$ cat config.mk
export PLATFORM = sky130hd
export DESIGN_NAME = alarm_timer
export DESIGN_NICKNAME = d
export VERILOG_FILES = /design/src/rtl/alarm_pkg.sv /design/src/rtl/one_hz_div.sv /design/src/rtl/alarm_timer.sv
export SDC_FILE = /design/constraint.sdc
export NUM_CORES = 1
export LEC_CHECK = 0
export CAP_MARGIN = 15
export CORE_ASPECT_RATIO = 0.7
export CORE_UTILIZATION = 30
export CTS_CLUSTER_SIZE = 8
export DETAILED_ROUTE_END_ITERATION = 16
export PLACE_DENSITY = 0.47
export SKIP_CTS_REPAIR_TIMING = 1
export SLEW_MARGIN = 20
export SYNTH_ARGS = -nofsm -noshare
export SYNTH_HDL_FRONTEND = slang
export SYNTH_SLANG_ARGS = --single-unit
$ cat constraint.sdc
create_clock -name clock -period 3.8 [get_ports clock]
set_input_delay 0.57 -clock clock [delete_from_list [all_inputs] [get_ports clock]]
set_output_delay 0.57 -clock clock [all_outputs]
set_load 0.05 [all_outputs]
$ cat src/rtl/alarm_pkg.sv
// Shared encodings and reset defaults for the alarm interval timer.
package alarm_pkg;

  // Interval selector encoding, shared by interval_sel and time_param_sel.
  typedef enum logic [1:0] {
    ARM_DELAY       = 2'd0,
    DRIVER_DELAY    = 2'd1,
    PASSENGER_DELAY = 2'd2,
    ALARM_ON        = 2'd3
  } interval_e;

  // Interval register defaults, in seconds.
  localparam int unsigned ARM_DELAY_DEF       = 6;
  localparam int unsigned DRIVER_DELAY_DEF    = 8;
  localparam int unsigned PASSENGER_DELAY_DEF = 15;
  localparam int unsigned ALARM_ON_DEF        = 10;

  // Countdown state.
  typedef enum logic {
    IDLE     = 1'b0,
    COUNTING = 1'b1
  } state_e;

endpackage

$ cat src/rtl/one_hz_div.sv
// Free-running one-second tick divider with synchronous clear.
module one_hz_div #(
  parameter int unsigned CLK_HZ = 50_000_000
) (
  input  logic clock,
  input  logic reset,
  input  logic clear,
  output logic tick
);

  localparam int unsigned DIV_W = (CLK_HZ > 2) ? $clog2(CLK_HZ) : 1;
  localparam logic [DIV_W-1:0] DIV_MAX = DIV_W'(CLK_HZ - 1);

  logic [DIV_W-1:0] div_q;

  // Count 0..CLK_HZ-1 and wrap; clear restarts the second from zero.
  always_ff @(posedge clock or posedge reset) begin
    if (reset) begin
      div_q <= '0;
    end else if (clear || (div_q == DIV_MAX)) begin
      div_q <= '0;
    end else begin
      div_q <= div_q + DIV_W'(1);
    end
  end

  assign tick = (div_q == DIV_MAX);

endmodule

$ cat src/rtl/alarm_timer.sv
// Programmable seconds countdown timer for the arming / door / siren intervals.
module alarm_timer
  import alarm_pkg::*;
#(
  parameter int unsigned CLK_HZ = 50_000_000,
  parameter int unsigned CNT_W  = 4
) (
  input  logic             clock,
  input  logic             reset,
  input  logic             run,
  input  logic [1:0]       interval_sel,
  input  logic             prog_sync,
  input  logic [1:0]       time_param_sel,
  input  logic [CNT_W-1:0] time_value,
  output logic             expired,
  output logic [CNT_W-1:0] remaining,
  output logic             one_hz_enable
);

  logic [CNT_W-1:0] interval_q [4];
  state_e           state_q;
  logic [CNT_W-1:0] count_q;
  logic             tick;
  logic             load_c;

  // A load happens on the first edge that sees run while idle.
  assign load_c = run && (state_q == IDLE);

  one_hz_div #(
    .CLK_HZ(CLK_HZ)
  ) u_one_hz_div (
    .clock(clock),
    .reset(reset),
    .clear(load_c),
    .tick (tick)
  );

  // User-programmable interval registers; a write never touches a running count.
  always_ff @(posedge clock or posedge reset) begin
    if (reset) begin
      interval_q[ARM_DELAY]       <= CNT_W'(ARM_DELAY_DEF);
      interval_q[DRIVER_DELAY]    <= CNT_W'(DRIVER_DELAY_DEF);
      interval_q[PASSENGER_DELAY] <= CNT_W'(PASSENGER_DELAY_DEF);
      interval_q[ALARM_ON]        <= CNT_W'(ALARM_ON_DEF);
    end else if (prog_sync) begin
      interval_q[time_param_sel] <= time_value;
    end
  end

  // Countdown FSM: load on run, decrement per tick, saturate at zero, drop on !run.
  always_ff @(posedge clock or posedge reset) begin
    if (reset) begin
      state_q <= IDLE;
      count_q <= '0;
    end else if (!run) begin
      state_q <= IDLE;
      count_q <= '0;
    end else if (state_q == IDLE) begin
      state_q <= COUNTING;
      count_q <= interval_q[interval_sel];
    end else if (tick && (count_q != '0)) begin
      count_q <= count_q - CNT_W'(1);
    end
  end

  assign expired       = (state_q == COUNTING) && (count_q == '0);
  assign remaining     = count_q;
  assign one_hz_enable = tick;

endmodule

Figure 1. Routed clock nets over the placement.
Scale: 2 px per um.
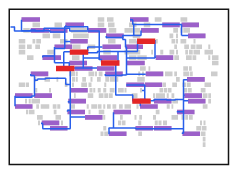
red -> cells driving clock nets  # count 5
purple -> flip-flops  # count 47
blue -> clock wires  # length 642 um
flops lie = spread over the die
routed clock nets = 6

Figure 2. Cell classes on the final placement.
Scale: 2 px per um.
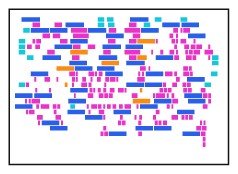
cyan -> other buffers and delay cells  # cells 18
magenta -> all other logic  # cells 172
blue -> flip-flops  # cells 47
orange -> clock drivers and dummy loads  # cells 8

==> results.toml <==
# synthesis and place-and-route metrics
[run_status]
outcome = "finished clean"

[cts]
path_clk_slew_ns = 0.06
insertion_delay_ns = 0.28
cts_buffer_depth = 2
numClockSinks = 47
cts_tree = "done"

[final_timing]
tns_ns = 0
rsz0062_at_grt = "false"
timing_hold_violations_final = 0
slew_headroom_pct = 42.8
postLayoutSetupSlackWorst_ns = 0.482
holdWs_ns = 0.506
period_needed_ns = 3.32

[global_route]
grt_overflow_total = 0
grt_usage_pct = 13.8
use_met2_pct = 16.5
grt.busiest_layer = "met1"
grt_pass1_wl_um = 8960
grt_max_degree = 48

[hold_path]
min_from = "interval_q[15]"
hold_path_class = "reg2reg"
hold_path_end = "interval_q[15]"

[synth]
ys.flops = 47
ys_sh_adder_pct = 1.56
simple_gate_share_pct = 22.3
synth_cell_types = 40
ys_chip_area_sq_um = 2400
postSynthAreaPerCell_sq_um = 10.8
synthTopCellsByCount = "dfrtp_1, nor2_1, mux2_2"
synth_top_flop_cell = "dfrtp_1"
aoi_share_pct = 7.25
synthXorXnorAreaFrac_pct = 5.47
synth.mux.area_fraction_pct = 11.7
syn-cell-area_sq_um = 2400
yosysSeqAreaShare_pct = 49.5

[critical_path]
worstRegToRegCells = 4
critical_path_depth = 4
worstPathBufferInverterCount = 1
reg2reg_to = "u_one_hz_div.div_q[4]"
path_cells = "or4b_4, or2_2, nor4_1, clkdlybuf4s50_1"
crit_arrival_ns = 2.75
crit_start = "u_one_hz_div.div_q[10]"
crit_family = "simple AND/OR/NAND/NOR gates"

[drt]
dr.pass1.iters = 4
wl_um = 5150
highest_layer = "met4"
drcViolationCount = 0
wl_met3_um = 186
met1_length_um = 2950

[die]
fp-utilization_pct = 31.9
tap_cells = 98
ios = 18
die_h_um = 76.8

[finish]
lay_top_count = "dfrtp_1"
final_cell_mix = "dfrtp_1, nor2_1, clkdlybuf4s50_1, mux2_2, nand2_1"
sh_comb_area_pct = 41.0
clkCellAreaFrac_pct = 5.22
top_register = "u_one_hz_div.div_q"
nets = 259
seq_cell_count = 47
inverters = 9
design_area_sq_um = 2830

[pwr]
power_frac_comb_pct = 15.3
p_clk_mw = 0.441
top_power_group = "sequential cells"
peakVddDrop_uv = 185
switchingPower_mw = 0.321
p_sw_share_pct = 25.8
clock_power_share_pct = 35.5
finalPower_mw = 1.24

[placed_design]
place_area_sq_um = 2680
place_inst = 335
